Metal layers overlaid:
Two of the layers only.
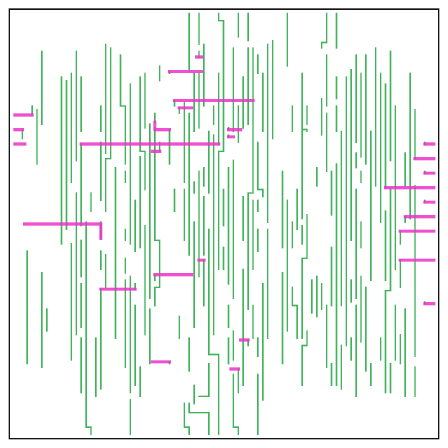
Track usage over the die:
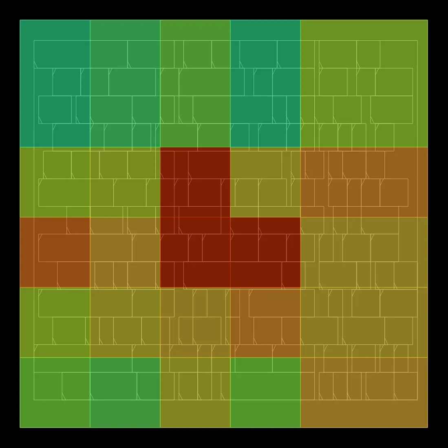
Supply network:
Pins as bars on the die edge. Tap cells in grey.
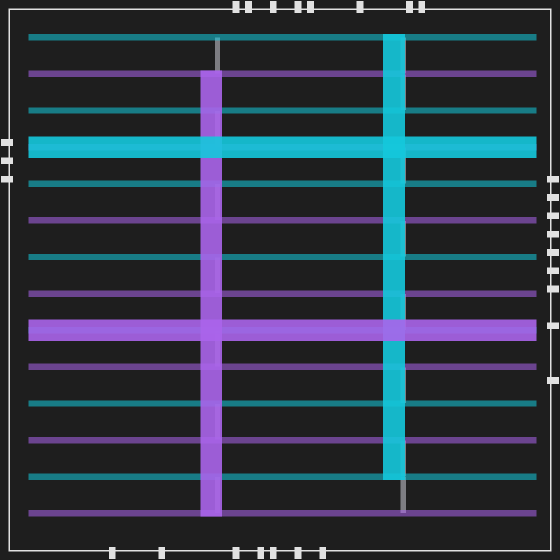
### src/rtl/sap_controller.sv
// SAP controller-sequencer: one-hot T-state ring plus combinational decode of
// (T-state, opcode) into the datapath register enables and bus-driver strobes.
//
//   state | meaning
//   T1    | fetch: PC drives bus, MAR loads
//   T2    | fetch: PC increments
//   T3    | fetch: RAM drives bus, IR loads
//   T4    | execute phase 1 (HLT latches the halt flag here and parks)
//   T5    | execute phase 2
//   T6    | execute phase 3, then wrap to T1
module sap_controller #(
    parameter int OPCODE_WIDTH = 4,
    parameter int NUM_TSTATES  = 6
) (
    input  logic                    clk,
    input  logic                    clr_n,
    input  logic                    i_run,
    input  logic [OPCODE_WIDTH-1:0] i_opcode,
    output logic [NUM_TSTATES-1:0]  o_tstate,
    output logic                    o_halted,
    output logic                    o_pc_inc,
    output logic                    o_pc_out,
    output logic                    o_pc_load,
    output logic                    o_mar_load,
    output logic                    o_ram_out,
    output logic                    o_ir_load,
    output logic                    o_ir_out,
    output logic                    o_a_load,
    output logic                    o_a_out,
    output logic                    o_b_load,
    output logic                    o_alu_sub,
    output logic                    o_alu_out,
    output logic                    o_out_load
);

    typedef enum logic [NUM_TSTATES-1:0] {
        T1 = NUM_TSTATES'(6'b000001),
        T2 = NUM_TSTATES'(6'b000010),
        T3 = NUM_TSTATES'(6'b000100),
        T4 = NUM_TSTATES'(6'b001000),
        T5 = NUM_TSTATES'(6'b010000),
        T6 = NUM_TSTATES'(6'b100000)
    } tstate_t;

    localparam logic [OPCODE_WIDTH-1:0] OP_LDA = OPCODE_WIDTH'(4'b0000);
    localparam logic [OPCODE_WIDTH-1:0] OP_ADD = OPCODE_WIDTH'(4'b0001);
    localparam logic [OPCODE_WIDTH-1:0] OP_SUB = OPCODE_WIDTH'(4'b0010);
    localparam logic [OPCODE_WIDTH-1:0] OP_JMP = OPCODE_WIDTH'(4'b0011);
    localparam logic [OPCODE_WIDTH-1:0] OP_OUT = OPCODE_WIDTH'(4'b1110);
    localparam logic [OPCODE_WIDTH-1:0] OP_HLT = OPCODE_WIDTH'(4'b1111);

    tstate_t r_tstate;
    tstate_t w_tstate_next;
    logic    r_halted;
    logic    w_halted_next;
    logic    w_advance;
    logic    w_active;

    assign w_advance = i_run & ~r_halted;
    // clr_n gates the strobes too, so the T1 decode cannot leak out during reset
    assign w_active  = clr_n & w_advance;

    always_ff @(posedge clk or negedge clr_n) begin
        if (!clr_n) begin
            r_tstate <= T1;
            r_halted <= 1'b0;
        end else begin
            r_tstate <= w_tstate_next;
            r_halted <= w_halted_next;
        end
    end

    always_comb begin
        w_tstate_next = r_tstate;
        w_halted_next = r_halted;
        o_pc_inc      = 1'b0;
        o_pc_out      = 1'b0;
        o_pc_load     = 1'b0;
        o_mar_load    = 1'b0;
        o_ram_out     = 1'b0;
        o_ir_load     = 1'b0;
        o_ir_out      = 1'b0;
        o_a_load      = 1'b0;
        o_a_out       = 1'b0;
        o_b_load      = 1'b0;
        o_alu_sub     = 1'b0;
        o_alu_out     = 1'b0;
        o_out_load    = 1'b0;

        if (w_advance) begin
            case (r_tstate)
                T1:      w_tstate_next = T2;
                T2:      w_tstate_next = T3;
                T3:      w_tstate_next = T4;
                T4: begin
                    if (i_opcode == OP_HLT) w_halted_next = 1'b1;
                    else                    w_tstate_next = T5;
                end
                T5:      w_tstate_next = T6;
                T6:      w_tstate_next = T1;
                default: w_tstate_next = T1;
            endcase
        end

        if (w_active) begin
            case (r_tstate)
                T1: begin
                    o_pc_out   = 1'b1;
                    o_mar_load = 1'b1;
                end
                T2: o_pc_inc = 1'b1;
                T3: begin
                    o_ram_out = 1'b1;
                    o_ir_load = 1'b1;
                end
                T4: begin
                    case (i_opcode)
                        OP_LDA, OP_ADD, OP_SUB: begin
                            o_ir_out   = 1'b1;
                            o_mar_load = 1'b1;
                        end
                        OP_JMP: begin
                            o_ir_out  = 1'b1;
                            o_pc_load = 1'b1;
                        end
                        OP_OUT: begin
                            o_a_out    = 1'b1;
                            o_out_load = 1'b1;
                        end
                        default: ;
                    endcase
                end
                T5: begin
                    case (i_opcode)
                        OP_LDA: begin
                            o_ram_out = 1'b1;
                            o_a_load  = 1'b1;
                        end
                        OP_ADD, OP_SUB: begin
                            o_ram_out = 1'b1;
                            o_b_load  = 1'b1;
                            o_alu_sub = (i_opcode == OP_SUB);
                        end
                        default: ;
                    endcase
                end
                T6: begin
                    if (i_opcode == OP_ADD || i_opcode == OP_SUB) begin
                        o_alu_out = 1'b1;
                        o_a_load  = 1'b1;
                        o_alu_sub = (i_opcode == OP_SUB);
                    end
                end
                default: ;
            endcase
        end
    end

    assign o_tstate = r_tstate;
    assign o_halted = r_halted;

endmodule

### config.mk
export PLATFORM = sky130hd
export DESIGN_NAME = sap_controller
export DESIGN_NICKNAME = d
export VERILOG_FILES = /design/src/rtl/sap_controller.sv
export SDC_FILE = /design/constraint.sdc
export NUM_CORES = 1
export LEC_CHECK = 0
export ABC_AREA = 1
export ABC_CLOCK_PERIOD_IN_PS = 1700
export CAP_MARGIN = 40
export CORE_MARGIN = 1
export CORE_UTILIZATION = 38
export DETAILED_ROUTE_END_ITERATION = 12
export HOLD_SLACK_MARGIN = 0.05
export PLACE_DENSITY_LB_ADDON = 0.12
export SLEW_MARGIN = 20
export SYNTH_ARGS = -nofsm -noshare
export SYNTH_HDL_FRONTEND = slang
export SYNTH_SLANG_ARGS = --single-unit
### constraint.sdc
create_clock -name clk -period 1.7 [get_ports clk]
set_input_delay 0.255 -clock clk [delete_from_list [all_inputs] [get_ports clk]]
set_output_delay 0.255 -clock clk [all_outputs]
set_load 0.01 [all_outputs]
==> deck_impl_summary.md <==
Run Summary

Outcome
  • Status: finished with violations
  • Failing checks: setup timing

Finish
  • Number of diodes: 0
  • Final #Nets: 152
  • Top cell excl fill/tap: buf_4

Worst setup path
  • FF-to-FF setup slack: 180 ps
  • Crit. Startpoint: o_tstate[2]
  • CP startpoint kind: flop

Run
  • Maxcap violations: 0

STA
  • Setup violation total in the final timing report: 2
  • Crit share post-route: 102%
  • Final WS setup: -26.0 ps

Pwr
  • Int Pwr: 0.000332 W
  • Peak supply drop: 0.000459 V
  • Top pwr grp: registers
  • Reg power frac: 38.0%

Global routing
  • Global route total overflow: 0

Floorplan
  • Die area: 1610 sq um
  • Initial Util: 41.4%

Route
  • WL final: 2310 um

Clock network
  • H-Tree Depth: 1
  • Root Buffer: clkbuf_4

Placed design
  • RD Place Congestion: 0.831
  • Placed Area: 1020 sq um

Yosys
  • Synth area leader: dfrtp_1
Notes on 'metal layers overlaid' above:
- magenta: M3 (wire length 68.9 um)
- green: M2 (wire length 1,200 um)

Notes on 'track usage over the die' above:
Top Usage Layer GRT: met2
met3 Use GR: 2.22%

Notes on 'supply network' above:
- purple: VSS
- cyan: VDD
- signal pins: 27
- met1 rails: 14
- met5 straps: 2
- rows: 13
- met4 straps: 2

-- flip-flops by register name (all words and copies together), names as in the netlist --
| name | count |
|---|---|
| o_halted | 1 |
| o_tstate | 6 |
-- worst max-delay path: cells and delay by family (launching register included) --
family	cells	cell delay, ps
buffers and inverters	2	310
AND/OR/NAND/NOR	2	290
flip-flops	1	410
AND-OR/OR-AND	1	200
-- layout make-up --
class / instances / area (sq um)
Sequential cell: 7 / 178
Clock buffer: 3 / 22.5
Timing Repair Buffer: 58 / 467
Fill cell: 72 / 176
Clock inverter: 1 / 5.00
Inverter: 13 / 48.8
Tap cell: 15 / 18.8
Multi-Input combinational cell: 62 / 418
-- per-layer routing --
| metal | part of all wire, % | up-vias | track usage [%] | wire length, um |
|---|---|---|---|---|
| met5 | 0 | - | 0 | 0 |
| met4 | 4.5 | 0 | 12.1 | 103 |
| met3 | 2.9 | 13 | 2.22 | 68 |
| met2 | 52 | 31 | 41.5 | 1200 |
| met1 | 40 | 382 | 33.1 | 932 |
| li1 | - | 390 | - | - |
-- Yosys cell counts, drive strengths merged --
cell	count
dfrtp	6
buf	2
o31ai	1
inv	13
nor4	1
o21ai	7
nor3	1
nor2	20
a21oi	1
o21a	1
o22ai	1
nand3	10
nand2	19
dfstp	1
-- metrics by stage --
stage                     hold WS (ps)  std cells  power, W  util [%]
after floorplan                  -40.6         84  0.000223         -
after global placement             537        148  0.000292      76.4
after detailed placement           543        148  0.000294      76.4
after CTS                          216        155  0.000461      80.0
after global routing               235        159  0.000508      86.8
final                              233        159  0.000483      86.8
-- logic make-up (layout without fill, tap and decap cells) --
kind of cell | count (synthesis) | after routing | synth area share, %
AOI/OAI and AO/OA | 11 | 11 | 14.5
buffers and inverters | 15 | 75 | 12.2
DFF | 7 | 7 | 32.0
and+or+nand+nor | 51 | 51 | 41.3
Power figures rest on the tool's default switching activity, not on a simulated workload.
